$ cat config.mk
export PLATFORM = sky130hd
export DESIGN_NAME = wb_spi_arbiter_flat
export DESIGN_NICKNAME = d
export VERILOG_FILES = /design/src/rtl/wb_spi_arbiter_if.sv /design/src/rtl/wb_spi_arbiter.sv /design/src/flat_wrapper.sv
export SDC_FILE = /design/constraint.sdc
export NUM_CORES = 1
export LEC_CHECK = 0
export CAP_MARGIN = 20
export CORE_AREA = 2 2 90 92
export DETAILED_ROUTE_END_ITERATION = 10
export DIE_AREA = 0 0 92 94
export PLACE_DENSITY_LB_ADDON = 0.05
export SYNTH_ARGS = -nofsm -noshare
export SYNTH_HDL_FRONTEND = slang
export SYNTH_SLANG_ARGS = --single-unit
$ cat constraint.sdc
create_clock -name CLK_I -period 1.31 [get_ports CLK_I]
set_clock_uncertainty 0.1 [all_clocks]
set_input_delay 0.131 -clock CLK_I [delete_from_list [all_inputs] [get_ports CLK_I]]
set_output_delay 0.131 -clock CLK_I [all_outputs]
set_load 0.01 [all_outputs]
$ cat src/rtl/wb_spi_arbiter_if.sv
// Wishbone bundle between two masters, the arbiter and the SPI controller slave port.
// Modport slave is the arbiter's view of the bundle; modport master is the environment's view.
interface wb_spi_arbiter_if #(
    parameter int ADR_W = 8,
    parameter int DAT_W = 32
);
    logic [ADR_W-1:0] M0_ADR_I;
    logic [DAT_W-1:0] M0_DAT_I;
    logic             M0_WE_I;
    logic             M0_CYC_I;
    logic             M0_STB_I;
    logic [DAT_W-1:0] M0_DAT_O;
    logic             M0_ACK_O;
    logic             M0_ERR_O;

    logic [ADR_W-1:0] M1_ADR_I;
    logic [DAT_W-1:0] M1_DAT_I;
    logic             M1_WE_I;
    logic             M1_CYC_I;
    logic             M1_STB_I;
    logic [DAT_W-1:0] M1_DAT_O;
    logic             M1_ACK_O;
    logic             M1_ERR_O;

    logic [ADR_W-1:0] S_ADR_O;
    logic [DAT_W-1:0] S_DAT_O;
    logic             S_WE_O;
    logic             S_CYC_O;
    logic             S_STB_O;
    logic [DAT_W-1:0] S_DAT_I;
    logic             S_ACK_I;

    modport slave (
        input  M0_ADR_I, M0_DAT_I, M0_WE_I, M0_CYC_I, M0_STB_I,
        output M0_DAT_O, M0_ACK_O, M0_ERR_O,
        input  M1_ADR_I, M1_DAT_I, M1_WE_I, M1_CYC_I, M1_STB_I,
        output M1_DAT_O, M1_ACK_O, M1_ERR_O,
        output S_ADR_O, S_DAT_O, S_WE_O, S_CYC_O, S_STB_O,
        input  S_DAT_I, S_ACK_I
    );

    modport master (
        output M0_ADR_I, M0_DAT_I, M0_WE_I, M0_CYC_I, M0_STB_I,
        input  M0_DAT_O, M0_ACK_O, M0_ERR_O,
        output M1_ADR_I, M1_DAT_I, M1_WE_I, M1_CYC_I, M1_STB_I,
        input  M1_DAT_O, M1_ACK_O, M1_ERR_O,
        input  S_ADR_O, S_DAT_O, S_WE_O, S_CYC_O, S_STB_O,
        output S_DAT_I, S_ACK_I
    );
endinterface

$ cat src/rtl/wb_spi_arbiter.sv
// Round-robin, cycle-locked two-master Wishbone arbiter in front of the SPI EEPROM controller.
// Optional stall watchdog enabled by defining WB_ARB_TIMEOUT_EN.
module wb_spi_arbiter #(
    parameter int ADR_W          = 8,
    parameter int DAT_W          = 32,
    parameter int TIMEOUT_CYCLES = 1024
) (
    input  logic               CLK_I,
    input  logic               RST_I,
    wb_spi_arbiter_if.slave    bus
);

    typedef enum logic [1:0] {
        IDLE = 2'd0,
        GNT0 = 2'd1,
        GNT1 = 2'd2
    } state_t;

    state_t state_r;
    logic   last_r;
    logic   gnt_cyc_s;
    logic   gnt_stb_s;
    logic   abort_s;

    // The watchdog counter needs a limit of at least 2 to be meaningful.
    if (TIMEOUT_CYCLES < 2) begin : g_timeout_too_small
    end

    // CYC/STB of whichever master currently holds the grant.
    always_comb begin
        gnt_cyc_s = 1'b0;
        gnt_stb_s = 1'b0;
        case (state_r)
            GNT0: begin
                gnt_cyc_s = bus.M0_CYC_I;
                gnt_stb_s = bus.M0_STB_I;
            end
            GNT1: begin
                gnt_cyc_s = bus.M1_CYC_I;
                gnt_stb_s = bus.M1_STB_I;
            end
            default: begin
                gnt_cyc_s = 1'b0;
                gnt_stb_s = 1'b0;
            end
        endcase
    end

`ifdef WB_ARB_TIMEOUT_EN
    localparam int CNT_W = (TIMEOUT_CYCLES > 2) ? $clog2(TIMEOUT_CYCLES) : 1;
    localparam logic [CNT_W-1:0] CNT_MAX = CNT_W'(TIMEOUT_CYCLES - 1);

    logic [CNT_W-1:0] cnt_r;
    logic             abort_r;
    logic             to_hit_s;

    assign to_hit_s = gnt_cyc_s & gnt_stb_s & ~bus.S_ACK_I & ~abort_r & (cnt_r == CNT_MAX);
    assign abort_s  = abort_r;
`else
    assign abort_s  = 1'b0;
`endif

    // Arbitration FSM, round-robin pointer and (optionally) the stall watchdog.
    always_ff @(posedge CLK_I) begin
        if (RST_I) begin
            state_r <= IDLE;
            last_r  <= 1'b1;
`ifdef WB_ARB_TIMEOUT_EN
            cnt_r   <= '0;
            abort_r <= 1'b0;
`endif
        end else begin
            case (state_r)
                IDLE: begin
                    if (bus.M0_CYC_I && bus.M1_CYC_I) begin
                        state_r <= last_r ? GNT0 : GNT1;
                    end else if (bus.M0_CYC_I) begin
                        state_r <= GNT0;
                    end else if (bus.M1_CYC_I) begin
                        state_r <= GNT1;
                    end else begin
                        state_r <= IDLE;
                    end
                end
                GNT0: begin
                    if (!bus.M0_CYC_I) begin
                        last_r  <= 1'b0;
                        state_r <= bus.M1_CYC_I ? GNT1 : IDLE;
                    end else begin
                        state_r <= GNT0;
                    end
                end
                GNT1: begin
                    if (!bus.M1_CYC_I) begin
                        last_r  <= 1'b1;
                        state_r <= bus.M0_CYC_I ? GNT0 : IDLE;
                    end else begin
                        state_r <= GNT1;
                    end
                end
                default: begin
                    state_r <= IDLE;
                end
            endcase
`ifdef WB_ARB_TIMEOUT_EN
            // A dropped granted CYC covers idle, release and handoff, so each grant starts at zero.
            if (!gnt_cyc_s) begin
                cnt_r   <= '0;
                abort_r <= 1'b0;
            end else if (bus.S_ACK_I) begin
                cnt_r   <= '0;
            end else if (to_hit_s) begin
                abort_r <= 1'b1;
            end else if (gnt_stb_s && !abort_r) begin
                cnt_r   <= cnt_r + CNT_W'(1);
            end else begin
                cnt_r   <= cnt_r;
            end
`endif
        end
    end

    // Slave-side request mux and master-side response routing.
    always_comb begin
        bus.S_ADR_O  = {ADR_W{1'b0}};
        bus.S_DAT_O  = {DAT_W{1'b0}};
        bus.S_WE_O   = 1'b0;
        bus.M0_ACK_O = 1'b0;
        bus.M1_ACK_O = 1'b0;
        bus.M0_DAT_O = bus.S_DAT_I;
        bus.M1_DAT_O = bus.S_DAT_I;
        case (state_r)
            GNT0: begin
                bus.S_ADR_O  = bus.M0_ADR_I;
                bus.S_DAT_O  = bus.M0_DAT_I;
                bus.S_WE_O   = bus.M0_WE_I;
                bus.M0_ACK_O = bus.S_ACK_I;
            end
            GNT1: begin
                bus.S_ADR_O  = bus.M1_ADR_I;
                bus.S_DAT_O  = bus.M1_DAT_I;
                bus.S_WE_O   = bus.M1_WE_I;
                bus.M1_ACK_O = bus.S_ACK_I;
            end
            default: begin
                bus.S_ADR_O  = {ADR_W{1'b0}};
                bus.S_DAT_O  = {DAT_W{1'b0}};
                bus.S_WE_O   = 1'b0;
            end
        endcase
    end

    assign bus.S_CYC_O = gnt_cyc_s & ~abort_s;
    assign bus.S_STB_O = gnt_stb_s & ~abort_s;

`ifdef WB_ARB_TIMEOUT_EN
    assign bus.M0_ERR_O = to_hit_s & (state_r == GNT0);
    assign bus.M1_ERR_O = to_hit_s & (state_r == GNT1);
`else
    assign bus.M0_ERR_O = 1'b0;
    assign bus.M1_ERR_O = 1'b0;
`endif

endmodule

$ cat src/flat_wrapper.sv
// flat-port wrapper written by rule: the top's interface ports become plain ports
module wb_spi_arbiter_flat 
#(
    parameter int ADR_W          = 8,
    parameter int DAT_W          = 32,
    parameter int TIMEOUT_CYCLES = 1024
)
  (CLK_I, RST_I, bus_M0_ADR_I, bus_M0_DAT_I, bus_M0_WE_I, bus_M0_CYC_I, bus_M0_STB_I, bus_M0_DAT_O, bus_M0_ACK_O, bus_M0_ERR_O, bus_M1_ADR_I, bus_M1_DAT_I, bus_M1_WE_I, bus_M1_CYC_I, bus_M1_STB_I, bus_M1_DAT_O, bus_M1_ACK_O, bus_M1_ERR_O, bus_S_ADR_O, bus_S_DAT_O, bus_S_WE_O, bus_S_CYC_O, bus_S_STB_O, bus_S_DAT_I, bus_S_ACK_I);
  wb_spi_arbiter_if #(.ADR_W(ADR_W), .DAT_W(DAT_W)) bus_i ();
  input  logic CLK_I;
  input  logic RST_I;
  input wire logic [$bits(bus_i.M0_ADR_I)-1:0] bus_M0_ADR_I;
  input wire logic [$bits(bus_i.M0_DAT_I)-1:0] bus_M0_DAT_I;
  input wire logic [$bits(bus_i.M0_WE_I)-1:0] bus_M0_WE_I;
  input wire logic [$bits(bus_i.M0_CYC_I)-1:0] bus_M0_CYC_I;
  input wire logic [$bits(bus_i.M0_STB_I)-1:0] bus_M0_STB_I;
  output wire logic [$bits(bus_i.M0_DAT_O)-1:0] bus_M0_DAT_O;
  output wire logic [$bits(bus_i.M0_ACK_O)-1:0] bus_M0_ACK_O;
  output wire logic [$bits(bus_i.M0_ERR_O)-1:0] bus_M0_ERR_O;
  input wire logic [$bits(bus_i.M1_ADR_I)-1:0] bus_M1_ADR_I;
  input wire logic [$bits(bus_i.M1_DAT_I)-1:0] bus_M1_DAT_I;
  input wire logic [$bits(bus_i.M1_WE_I)-1:0] bus_M1_WE_I;
  input wire logic [$bits(bus_i.M1_CYC_I)-1:0] bus_M1_CYC_I;
  input wire logic [$bits(bus_i.M1_STB_I)-1:0] bus_M1_STB_I;
  output wire logic [$bits(bus_i.M1_DAT_O)-1:0] bus_M1_DAT_O;
  output wire logic [$bits(bus_i.M1_ACK_O)-1:0] bus_M1_ACK_O;
  output wire logic [$bits(bus_i.M1_ERR_O)-1:0] bus_M1_ERR_O;
  output wire logic [$bits(bus_i.S_ADR_O)-1:0] bus_S_ADR_O;
  output wire logic [$bits(bus_i.S_DAT_O)-1:0] bus_S_DAT_O;
  output wire logic [$bits(bus_i.S_WE_O)-1:0] bus_S_WE_O;
  output wire logic [$bits(bus_i.S_CYC_O)-1:0] bus_S_CYC_O;
  output wire logic [$bits(bus_i.S_STB_O)-1:0] bus_S_STB_O;
  input wire logic [$bits(bus_i.S_DAT_I)-1:0] bus_S_DAT_I;
  input wire logic [$bits(bus_i.S_ACK_I)-1:0] bus_S_ACK_I;
  assign bus_i.M0_ADR_I = bus_M0_ADR_I;
  assign bus_i.M0_DAT_I = bus_M0_DAT_I;
  assign bus_i.M0_WE_I = bus_M0_WE_I;
  assign bus_i.M0_CYC_I = bus_M0_CYC_I;
  assign bus_i.M0_STB_I = bus_M0_STB_I;
  assign bus_M0_DAT_O = bus_i.M0_DAT_O;
  assign bus_M0_ACK_O = bus_i.M0_ACK_O;
  assign bus_M0_ERR_O = bus_i.M0_ERR_O;
  assign bus_i.M1_ADR_I = bus_M1_ADR_I;
  assign bus_i.M1_DAT_I = bus_M1_DAT_I;
  assign bus_i.M1_WE_I = bus_M1_WE_I;
  assign bus_i.M1_CYC_I = bus_M1_CYC_I;
  assign bus_i.M1_STB_I = bus_M1_STB_I;
  assign bus_M1_DAT_O = bus_i.M1_DAT_O;
  assign bus_M1_ACK_O = bus_i.M1_ACK_O;
  assign bus_M1_ERR_O = bus_i.M1_ERR_O;
  assign bus_S_ADR_O = bus_i.S_ADR_O;
  assign bus_S_DAT_O = bus_i.S_DAT_O;
  assign bus_S_WE_O = bus_i.S_WE_O;
  assign bus_S_CYC_O = bus_i.S_CYC_O;
  assign bus_S_STB_O = bus_i.S_STB_O;
  assign bus_i.S_DAT_I = bus_S_DAT_I;
  assign bus_i.S_ACK_I = bus_S_ACK_I;
  wb_spi_arbiter #(.ADR_W(ADR_W), .DAT_W(DAT_W), .TIMEOUT_CYCLES(TIMEOUT_CYCLES)) u_core (.CLK_I(CLK_I), .RST_I(RST_I), .bus(bus_i));
endmodule
Fig. 1: run 1, gate-type map
(3 px per µm)
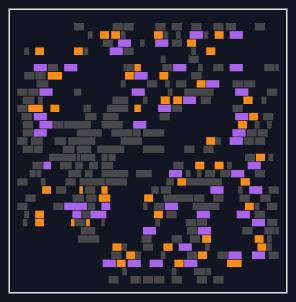
colour	family	cells	most used	where
orange	nor cells	48	nor2b_2	spread over the die
purple	aoi and oai cells	46	a22oi_2	spread over the die
most frequent logic cell in the layout: sky130_fd_sc_hd__clkdlybuf4s50_1
count of non-filler cells in the finished layout: 383
combinational share of cell area: 0.392

Fig. 2: run 1, clock distribution
(3 px per µm)
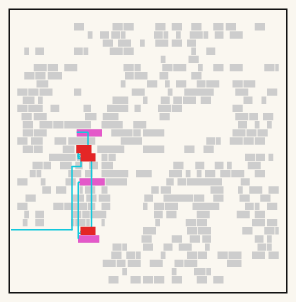
[magenta] flip-flops | count: 3
[cyan] clock wires | length: 123 µm
[red] clock-net drivers | count: 3
routed clock nets	4
power attributed to the clock group: 275 µW
share of power burned in the clock network: 0.162
Skew-Pair Late Insertion Delay: 220 ps

Fig. 3: run 1, metal layers overlaid
(4 px per µm)
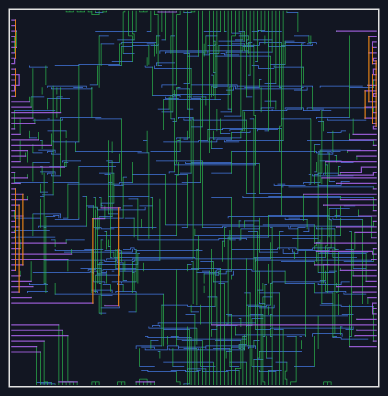
colour	layer	wire length
blue	M1	2600 µm
purple	M3	630 µm
green	M2	3070 µm
orange	M4	178 µm

[run 1: layout make-up]
type | count | area share
Sequential cell | 3 | 0.0224
Tap cell | 102 | 0.0422
Inverter | 2 | 0.00497
Multi-Input combinational cell | 108 | 0.392
Timing Repair Buffer | 164 | 0.524
Clock buffer | 4 | 0.0149
[run 1: cell families (layout without fill, tap and decap cells)]
family                     count (synthesis)  after routing
adders and majority gates                  6              6
DFF                                        3              3
muxes                                      1              1
and+or+nand+nor                           51             51
buffers and inverters                     82            170
other                                      1              2
AOI/OAI and AO/OA                         48             48
[run 1: path summary, 6_finish.rpt]
path	start	to	slack (ps)	depth (start not counted)
worst max-delay path	u_core.state_r[0]	bus_S_STB_O	-370	7
worst min-delay path	bus_S_DAT_I[10]	bus_M0_DAT_O[10]	160	0
worst max register to register	u_core.state_r[0]	u_core.state_r[1]	-270	7
worst min register to register	u_core.last_r	u_core.last_r	450	2
[run 1: flip-flops by register name, summed over array words and instances, names as in the netlist]
name,flops
u_core.last_r,1
u_core.state_r,2
[run 1: power groups by stage]
stage | clock [µW] | sequential, µW | combinational [µW]
global route | 281 | 117 | 1390
CTS | 279 | 114 | 1270
floorplan | 0 | 113 | 735
global placement | 0 | 113 | 1080
detailed placement | 0 | 113 | 1070
finish | 275 | 115 | 1310
[run 1: repair_timing]
item | 4_1_cts | 5_1_grt
setup endpoints to repair | 48 | 48
setup buffers | 7 | 4
pin swaps | 21 | 18
resized | 209 | 18
gates cloned | 5 | 1
[run 1: metal layers]
metal,vias up,global-route usage
met5,-,0
met1,693,0.170
met4,0,0.0510
met2,92,0.237
li1,771,-
met3,31,0.0425
==> run summary, run 1 <==
Count of mapped cells out of synthesis: 192
Overall overflow remaining after global route: 0
Initial DRC count: 15
Total met3 wirelength after detailed routing: 629 µm
Fa+ha+maj area frac: 0.0534
First-pass GRT wire length: 9560 µm
Hold violation total from the final report: 0
CTS Buffer Depth: 2
Most frequent logic cells in the routed design: sky130_fd_sc_hd__clkdlybuf4s50_1 (88), sky130_fd_sc_hd__a22oi_2 (41), sky130_fd_sc_hd__buf_2 (41)
Net switching component of the power: 562 µW
H-tree depth reported by CTS: 1
Setup slack after layout: -368 ps
Most common cell in the synthesized netlist: sky130_fd_sc_hd__buf_4
Dpl cell area: 2790 µm²
Quantity of hold-fixing buffers added after cts: 0
Drt first pass iters: 3
Multi-input gate area in the final layout: 1180 µm²
Drt wl/cell: 16.9 µm
Yosys top cell area share: 0.353
Post-synthesis mux area share: 0.00712
Violated checks: negative setup slack
Height of the die: 94 µm
Cells along the critical path: inv_6 > ha_4 > buf_12 > buf_6 > a22oi_2 > nor2b_2 > buf_2
Number of CTS-inserted buffers: 3
Leading post-synthesis cells by cell area: sky130_fd_sc_hd__buf_4 (35%), sky130_fd_sc_hd__a22oi_1 (22%), sky130_fd_sc_hd__nor2b_1 (20%)
Post-Place Cells: 365
# setup viols final: 48
Antenna violations before repair: 0
Cell leakage power: 0.00115 µW
Yosys warning total: 0
Clock edge transition at the registers on the reported setup and hold paths: 30 ps
Max-capacitance violation count: 0
DP Worst Slack: -595 ps
Dpl hpwl: 4640 µm
WP buf/inv: 4
Count of vias placed by the detailed router: 1587
Endpoint type of the worst setup path: primary output
Cell with the largest stage delay on the worst path: sky130_fd_sc_hd__dfxtp_4
Number of ports placed on the die boundary: 232
Number of nets at the end of the flow: 409
Worst vdd ir: 0.000304 V
Classification of the worst-slack hold path: in2out
Aoi/oai-family share of the synthesized area: 0.267
Switch share: 0.330
Count of port buffers added during placement: 133
Crit share post-route: 1.28
Unrepaired setup endpoints after global routing: yes
Total power after layout: 1700 µW
Final routed DRC violation total: 0
Diode count: 0
Cell taking the most area after synthesis: sky130_fd_sc_hd__buf_4
Summed area of non-filler cells in the final layout: 3020 µm²
Xor/xnor share of the synthesized area: 0
Via count of the first global-routing pass: 1682
Core ar.: 7610 µm²
Drt via density: 4.14
Global placement routability congestion: 0.721
Largest net degree at the start of global routing: 19
Total cell area reported by yosys after synthesis: 1410 µm²
Largest delay contributor family on the critical path: buffers and inverters
FP Core Util: 0.185
Critical setup path kind: reg2out
FF+latch area: 67.6 µm²
OpenROAD warning count: 34
Highest routed layer: met4
Layout overhead on the synthesized area: 115%
Critical path startpoint category: flip-flop
Result of the run: complete, but fails checks
Total count of max-transition violations in the final report: 0
Core occupancy in the finished layout: 0.397
Met1 WL: 2600 µm
Total met2 wirelength after detailed routing: 3070 µm
Critical path's largest stage delay: 360 ps
Largest fanout on the critical path: 7
Dominant Register Cell: sky130_fd_sc_hd__dfxtp_1
Data arrival, critical path: 1450 ps
Ys cells: 192
Peak clock frequency supported by timing: 596 MHz
Share of power burned in combinational logic: 0.770
Power share of the sequential group: 0.068
GR Util All Layers: 0.141
Top cells by count, synth: sky130_fd_sc_hd__buf_4 (66), sky130_fd_sc_hd__nor2b_1 (44), sky130_fd_sc_hd__a22oi_1 (42)
CTS tree: done
Number of antenna-violating nets in the routed design: 0
==> run 1 -> run 2 <==
--- a/config.mk
+++ b/config.mk
@@ -10,6 +10,7 @@
 export DETAILED_ROUTE_END_ITERATION = 10
 export DIE_AREA = 0 0 92 94
 export PLACE_DENSITY_LB_ADDON = 0.05
+export RECOVER_POWER = 25
 export SYNTH_ARGS = -nofsm -noshare
 export SYNTH_HDL_FRONTEND = slang
 export SYNTH_SLANG_ARGS = --single-unit
Fig. 4: run 2, gate-type map
(3 px per µm)
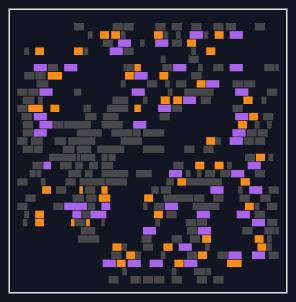
colour	family	cells	most used	where
orange	nor cells	48	nor2b_2	spread over the die
purple	aoi and oai cells	46	a22oi_2	spread over the die

==> run summary, run 2 <==
Worst vdd ir: 0.000304 V (unchanged)
Flip-flop count of the largest register after layout: 2 (unchanged)
Power share of the sequential group: 0.068 (about the same)
Total cell area reported by yosys after synthesis: 1410 µm² (unchanged)
Clk sink count: 3
Clock edge transition at the registers on the reported setup and hold paths: 30 ps (about the same)
Largest net degree at the start of global routing: 19 (unchanged)
Post-Route Setup TNS: -15920 ps
DP Worst Slack: -595 ps (unchanged)
Number of nets at the end of the flow: 409 (unchanged)
Critical setup path kind: reg2out
Number of ports placed on the die boundary: 232 (unchanged)
Fraction of synthesis flops using an asynchronous set or reset pin: 0
Post-synth tally of flip-flops with integrated enable: 0
Hold Path Stages: 0 (unchanged)
Critical path's largest stage delay: 360 ps (about the same)
Buffer cell driving the clock tree root: sky130_fd_sc_hd__clkbuf_8
Antenna violations before repair: 0 (unchanged)
Height of the die: 94 µm (unchanged)
Endpoint type of the worst setup path: primary output
Classification of the worst-slack hold path: in2out
Crit share post-route: 1.28 (unchanged)
Drt wl/cell: 16.9 µm (unchanged)
Overall overflow remaining after global route: 0 (unchanged)
Layout overhead on the synthesized area: 115% (unchanged)
Launch point of the worst reg-to-reg path: u_core.state_r[0]
Setup slack after layout: -368 ps (unchanged)
Core ar.: 7610 µm² (unchanged)
Global placement routability congestion: 0.721 (unchanged)
CTS tree: done
FP Core Util: 0.185 (unchanged)
Violated checks: negative setup slack
Unrepaired setup endpoints after global routing: yes
CTS Buffer Depth: 2 (unchanged)
Hold violation total from the final report: 0 (unchanged)
Seq share, synth: 0.0427
Reg2Reg Setup Slack: -270 ps (about the same)
Most frequent logic cell in the layout: sky130_fd_sc_hd__clkdlybuf4s50_1
OpenROAD warning count: 34 (unchanged)
Critical path startpoint category: flip-flop
Count of vias placed by the detailed router: 1587 (unchanged)
Die boundary width: 92 µm
Count of fill cells added during filler insertion: 779
Count of mapped cells out of synthesis: 192 (unchanged)
Number of antenna-violating nets in the routed design: 0 (unchanged)
Yosys warning total: 0 (unchanged)
Worst setup path start: u_core.state_r[0]
Ys cells: 192 (unchanged)
# setup viols final: 48 (unchanged)
Skew-Pair Late Insertion Delay: 220 ps (about the same)
Worst reg2reg path endpoint: u_core.state_r[1]
Syn Std Cell Area: 1410 µm²
Power Density: 562 nW/µm²
Endpoint of the most critical setup path: bus_S_STB_O
Final routed DRC violation total: 0 (unchanged)
Number of different library cells in the post-synthesis netlist: 19
Top cells by count, synth: sky130_fd_sc_hd__buf_4 (66), sky130_fd_sc_hd__nor2b_1 (44), sky130_fd_sc_hd__a22oi_1 (42)
Largest delay contributor family on the critical path: buffers and inverters
Most common cell in the synthesized netlist: sky130_fd_sc_hd__buf_4
Registers with the most flip-flops: u_core.state_r: 2 flops, u_core.last_r: 1 flops
Data arrival, critical path: 1450 ps (about the same)
H-tree depth reported by CTS: 1 (unchanged)
Cell with the largest stage delay on the worst path: sky130_fd_sc_hd__dfxtp_4
WP buf/inv: 4 (unchanged)
Min-Delay Endpoint: bus_M0_DAT_O[10]
Diode count: 0 (unchanged)
Initial DRC count: 15 (unchanged)
Flops after synth: 3
Worst path required time: 1080 ps
Dpl hpwl: 4640 µm (unchanged)
Peak clock frequency supported by timing: 596 MHz (unchanged)
Net switching component of the power: 562 µW (unchanged)
Leading post-synthesis cells by cell area: sky130_fd_sc_hd__buf_4 (35%), sky130_fd_sc_hd__a22oi_1 (22%), sky130_fd_sc_hd__nor2b_1 (20%)
Drt via density: 4.14 (unchanged)
Summed area of non-filler cells in the final layout: 3020 µm² (unchanged)
GR Util All Layers: 0.141 (unchanged)
Source of the worst hold timing path: bus_S_DAT_I[10]
Internal portion of total power: 1140 µW
Share of power burned in combinational logic: 0.770 (about the same)
Via count of the first global-routing pass: 1682 (unchanged)
Dominant Register Cell: sky130_fd_sc_hd__dfxtp_1
Max-capacitance violation count: 0 (unchanged)
Yosys top cell area share: 0.353 (unchanged)
Cell leakage power: 0.00115 µW (unchanged)
Drt first pass iters: 3 (unchanged)
Total count of max-transition violations in the final report: 0 (unchanged)
Overall chip area: 8650 µm²
Largest fanout on the critical path: 7 (unchanged)
Count of port buffers added during placement: 133 (unchanged)
Floorplan row count: 32
Post-synthesis area per instance: 7.32 µm²
Result of the run: complete, but fails checks
Post-layout minimum cycle time: 1680 ps
Largest reg by FF count: u_core.state_r
Switch share: 0.330 (unchanged)
Cell taking the most area after synthesis: sky130_fd_sc_hd__buf_4
Number of cells traversed by the worst register-to-register path: 7 (unchanged)
Detailed-route wire length: 6480 µm
Most frequent logic cells in the routed design: sky130_fd_sc_hd__clkdlybuf4s50_1 (88), sky130_fd_sc_hd__a22oi_2 (41), sky130_fd_sc_hd__buf_2 (41)
Share of layout cells above drive strength 1: 0.626
Instance count on the critical path: 7 (unchanged)
Number of CTS-inserted buffers: 3 (unchanged)
First-pass GRT wire length: 9560 µm (unchanged)
Cells along the critical path: inv_6 > ha_4 > buf_12 > buf_6 > a22oi_2 > nor2b_2 > buf_2
Share of power burned in the clock network: 0.162 (about the same)
Dpl cell area: 2790 µm² (unchanged)
Fig. 5: run 2, metal layers overlaid
(4 px per µm)
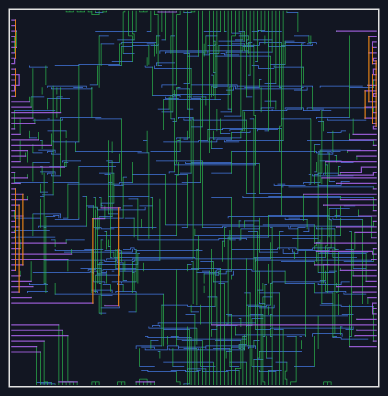
colour	layer	wire length
orange	M4	178 µm
green	M2	3070 µm
purple	M3	630 µm
blue	M1	2600 µm

-- run 2: kinds of logic after synthesis --
| logic type | after synthesis | synth area share |
|---|---|---|
| buf+inv | 82 | 0.409 |
| simple gates | 51 | 0.218 |
| compound gates | 48 | 0.267 |
| fa+ha+maj | 6 | 0.0534 |
| flops | 3 | 0.0427 |
| mux | 1 | 0.00712 |
| other cells | 1 | 0.00267 |
-- run 2: area by class of cell --
cell class,instances,area [µm²],area share
Timing Repair Buffer,164,1580,0.524
Multi-Input combinational cell,108,1180,0.392
Tap cell,102,128,0.0422
Sequential cell,3,67.6,0.0224
Clock buffer,4,45.0,0.0149
Inverter,2,15.0,0.00497
-- run 2: metal layers --
layer,global-route usage,part of all wire,up-vias
met4,0.0510,0.027,0
li1,-,-,771
met2,0.237,0.47,92
met3,0.0425,0.097,31
met1,0.170,0.40,693
met5,0,0,-
-- run 2: power by group through the flow --
stage                     clock network [µW]  registers [µW]  logic [µW]
after floorplan                            0             113         735
after detailed placement                   0             113        1070
after global placement                     0             113        1080
final                                    275             115        1310
after global routing                     281             117        1390
after CTS                                279             114        1270
-- run 2: what timing repair did --
item | 4_1_cts | 5_1_grt
resized | 209 | 18
pin swaps | 21 | 18
setup endpoints to repair | 48 | 48
setup buffers | 7 | 4
hold buffers | 0 | 0
cloned | 5 | 1
-- run 2: through the flow --
| step | cells | hold slack (ps) | total power [µW] | util |
|---|---|---|---|---|
| 2_1_floorplan | 193 | 157 | 847 | - |
| 3_3_place_gp | 365 | 162 | 1190 | 0.367 |
| 3_5_place_dp | 365 | 162 | 1180 | 0.367 |
| 4_1_cts | 381 | 162 | 1660 | 0.388 |
| 5_1_grt | 383 | 162 | 1790 | 0.397 |
| 6_report | 383 | 162 | 1700 | 0.397 |
==> run 2 -> run 3 <==
--- a/config.mk
+++ b/config.mk
@@ -11,6 +11,7 @@
 export DIE_AREA = 0 0 92 94
 export PLACE_DENSITY_LB_ADDON = 0.05
 export RECOVER_POWER = 25
+export SETUP_SLACK_MARGIN = 0.02
 export SYNTH_ARGS = -nofsm -noshare
 export SYNTH_HDL_FRONTEND = slang
 export SYNTH_SLANG_ARGS = --single-unit
==> run summary, run 3 <==
Floorplan row count: 32 (unchanged)
Diode count: 0 (unchanged)
Yosys top cell area share: 0.353 (unchanged)
Count of mapped cells out of synthesis: 192 (unchanged)
Cell leakage power: 0.00112 µW (-3.0%)
Combinational family with the most area after synthesis: buffers and inverters
Ys cells: 192 (unchanged)
Endpoint of the most critical setup path: bus_S_STB_O
Total cell area reported by yosys after synthesis: 1410 µm² (unchanged)
Number of different library cells in the post-synthesis netlist: 19 (unchanged)
Registers with the most flip-flops: u_core.state_r: 2 flops, u_core.last_r: 1 flops
Initial DRC count: 21 (+6)
H-tree depth reported by CTS: 1 (unchanged)
Worst reg2reg path endpoint: u_core.state_r[1]
Most frequent logic cells in the routed design: sky130_fd_sc_hd__clkdlybuf4s50_1 (88), sky130_fd_sc_hd__a22oi_2 (42), sky130_fd_sc_hd__buf_2 (41)
Leading post-synthesis cells by cell area: sky130_fd_sc_hd__buf_4 (35%), sky130_fd_sc_hd__a22oi_1 (22%), sky130_fd_sc_hd__nor2b_1 (20%)
Hold violation total from the final report: 0 (unchanged)
Via count of the first global-routing pass: 1755 (+4.3%)
Most common cell in the synthesized netlist: sky130_fd_sc_hd__buf_4
Top cells by count, synth: sky130_fd_sc_hd__buf_4 (66), sky130_fd_sc_hd__nor2b_1 (44), sky130_fd_sc_hd__a22oi_1 (42)
Fa+ha+maj area frac: 0.0534 (unchanged)
FP Core Util: 0.185 (unchanged)
Crit share post-route: 1.31 (+0.0252)
Xor/xnor share of the synthesized area: 0 (unchanged)
Result of the run: complete, but fails checks
OpenROAD warning count: 34 (unchanged)
Yosys warning total: 0 (unchanged)
Worst path required time: 1080 ps (about the same)
Post-synthesis mux area share: 0.00712 (unchanged)
Classification of the worst-slack hold path: in2out
Number of post-CTS setup repair buffers: 9 (+2)
Height of the die: 94 µm (unchanged)
Endpoint type of the worst setup path: primary output
Resized cells post-CTS: 218 (+4.3%)
Dominant Register Cell: sky130_fd_sc_hd__dfxtp_1
Number of antenna-violating nets in the routed design: 0 (unchanged)
Post-synth tally of flip-flops with integrated enable: 0 (unchanged)
Number of nets at the end of the flow: 406 (-0.73%)
Count of port buffers added during placement: 133 (unchanged)
CTS tree: done
Hold Path Stages: 0 (unchanged)
Overall overflow remaining after global route: 0 (unchanged)
Setup slack after layout: -401 ps (-33.0 ps)
Drt first pass iters: 4 (+1)
Clock edge transition at the registers on the reported setup and hold paths: 30 ps (about the same)
Count of non-filler cells in the finished layout: 380 (-0.78%)
Layout overhead on the synthesized area: 109%
Antenna violations before repair: 0 (unchanged)
Overall chip area: 8650 µm² (unchanged)
And+or+nand+nor area frac: 0.218 (unchanged)
Post-synthesis area per instance: 7.32 µm² (unchanged)
Dpl hpwl: 4470 µm (-3.5%)
Seq share, synth: 0.0427 (unchanged)
Drt via density: 4.27 (+2.9%)
Number of cells traversed by the worst register-to-register path: 8 (+1)
Die boundary width: 92 µm (unchanged)
Post-Route Setup TNS: -16510 ps (-588 ps)
Buffer cell driving the clock tree root: sky130_fd_sc_hd__clkbuf_8
Post-layout minimum cycle time: 1710 ps (+33.0 ps)
Aoi/oai-family share of the synthesized area: 0.267 (unchanged)
Syn Std Cell Area: 1410 µm² (unchanged)
Share of layout cells above drive strength 1: 0.619 (-0.00763)
Skew-Pair Late Insertion Delay: 210 ps (about the same)
Reg2Reg Setup Slack: -320 ps (-50 ps)
Critical setup path kind: reg2out
Worst setup path start: u_core.state_r[0]
Source of the worst hold timing path: bus_S_DAT_I[4]
Core ar.: 7610 µm² (unchanged)
Minimum hold slack: 162 ps (-0.00100 ps)
Number of ports placed on the die boundary: 232 (unchanged)
Largest net degree at the start of global routing: 20 (+1)
Largest fanout on the critical path: 7 (unchanged)
Data arrival, critical path: 1480 ps (+30 ps)
Flops after synth: 3 (unchanged)
Launch point of the worst reg-to-reg path: u_core.state_r[0]
Post-Place Cells: 366 (+0.27%)
Power Density: 537 nW/µm² (-4.4%)
Unrepaired setup endpoints after global routing: yes
CTS Buffer Depth: 2 (unchanged)
Peak clock frequency supported by timing: 585 MHz (-1.9%)
Total count of max-transition violations in the final report: 0 (unchanged)
First-pass GRT wire length: 9490 µm (-0.72%)
Max-capacitance violation count: 0 (unchanged)
Final routed DRC violation total: 0 (unchanged)
Flip-flop count of the largest register after layout: 2 (unchanged)
Count of fill cells added during filler insertion: 796 (+2.2%)
# setup viols final: 48 (unchanged)
Largest reg by FF count: u_core.state_r
Critical path startpoint category: flip-flop
Min-Delay Endpoint: bus_M0_DAT_O[4]
Fraction of synthesis flops using an asynchronous set or reset pin: 0 (unchanged)
Worst vdd ir: 0.000737 V (+140%)
Quantity of hold-fixing buffers added after cts: 0 (unchanged)
Most frequent logic cell in the layout: sky130_fd_sc_hd__clkdlybuf4s50_1
Violated checks: negative setup slack
Global placement routability congestion: 0.700 (-2.9%)
Cell taking the most area after synthesis: sky130_fd_sc_hd__buf_4
==> run 3: stage by stage <==
step | power, µW | utilization | setup WS [ps] | instance area (µm²)
final | 1580 | 0.386 | -401 | 2940
after global routing | 1690 | 0.386 | -447 | 2940
after CTS | 1610 | 0.386 | -405 | 2940
after detailed placement | 1190 | 0.369 | -611 | 2810
after global placement | 1190 | 0.369 | -608 | 2810
after floorplan | 847 | - | -6.27 | 1780
==> run 3: report_power, final <==
group,total (µW),switching [µW],internal (µW),leakage [µW]
Sequential,116,13.8,102,0.0000261
Clock,268,60.3,208,0.0000228
Combinational,1190,452,743,0.00107
Total,1580,526,1050,0.00112
==> run 3: cell type report <==
| type | count | area, µm² | share of cell area |
|---|---|---|---|
| Sequential cell | 3 | 67.6 | 0.0230 |
| Multi-Input combinational cell | 108 | 1180 | 0.402 |
| Tap cell | 102 | 128 | 0.0434 |
| Timing Repair Buffer | 161 | 1510 | 0.512 |
| Clock buffer | 4 | 45.0 | 0.0153 |
| Inverter | 2 | 12.5 | 0.00426 |
==> run 3: worst max-delay path: stages (launching register included) <==
cell                      delay [ps]
sky130_fd_sc_hd__dfxtp_4         350
sky130_fd_sc_hd__buf_6           120
sky130_fd_sc_hd__ha_4            160
sky130_fd_sc_hd__buf_12          140
sky130_fd_sc_hd__buf_12          140
sky130_fd_sc_hd__a22oi_2         160
sky130_fd_sc_hd__nor2b_2          50
sky130_fd_sc_hd__buf_2           130
==> run 3: layer usage <==
layer / vias up / part of all wire / track usage
li1: 766 / - / -
met2: 99 / 0.51 / 0.250
met4: 0 / 0.036 / 0.0609
met1: 715 / 0.36 / 0.156
met3: 41 / 0.094 / 0.0305
met5: - / 0 / 0
Fig. 6: run 3, clock nets
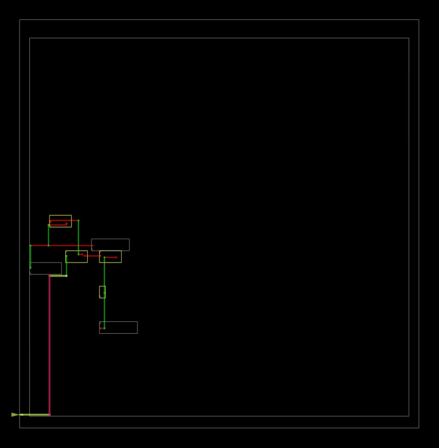
clk sink count: 3
number of CTS-inserted buffers: 3
power attributed to the clock group: 268 µW
Clock buffer cells: 4
sequential cell count of the final layout: 3

Fig. 7: run 3, metal layers overlaid
(4 px per µm)
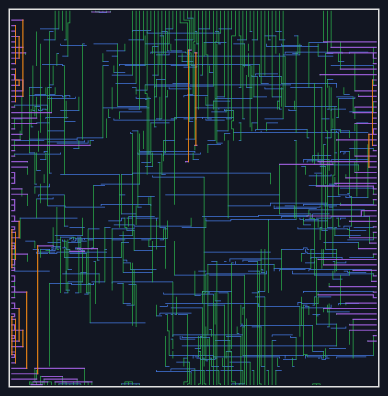
colour	layer	wire length
purple	M3	585 µm
blue	M1	2260 µm
green	M2	3160 µm
orange	M4	224 µm
detailed-route wire length: 6230 µm
count of vias placed by the detailed router: 1621
drt wl/cell: 16.4 µm
GR Util All Layers: 0.138

Power figures rest on the tool's default switching activity, not on a simulated workload.
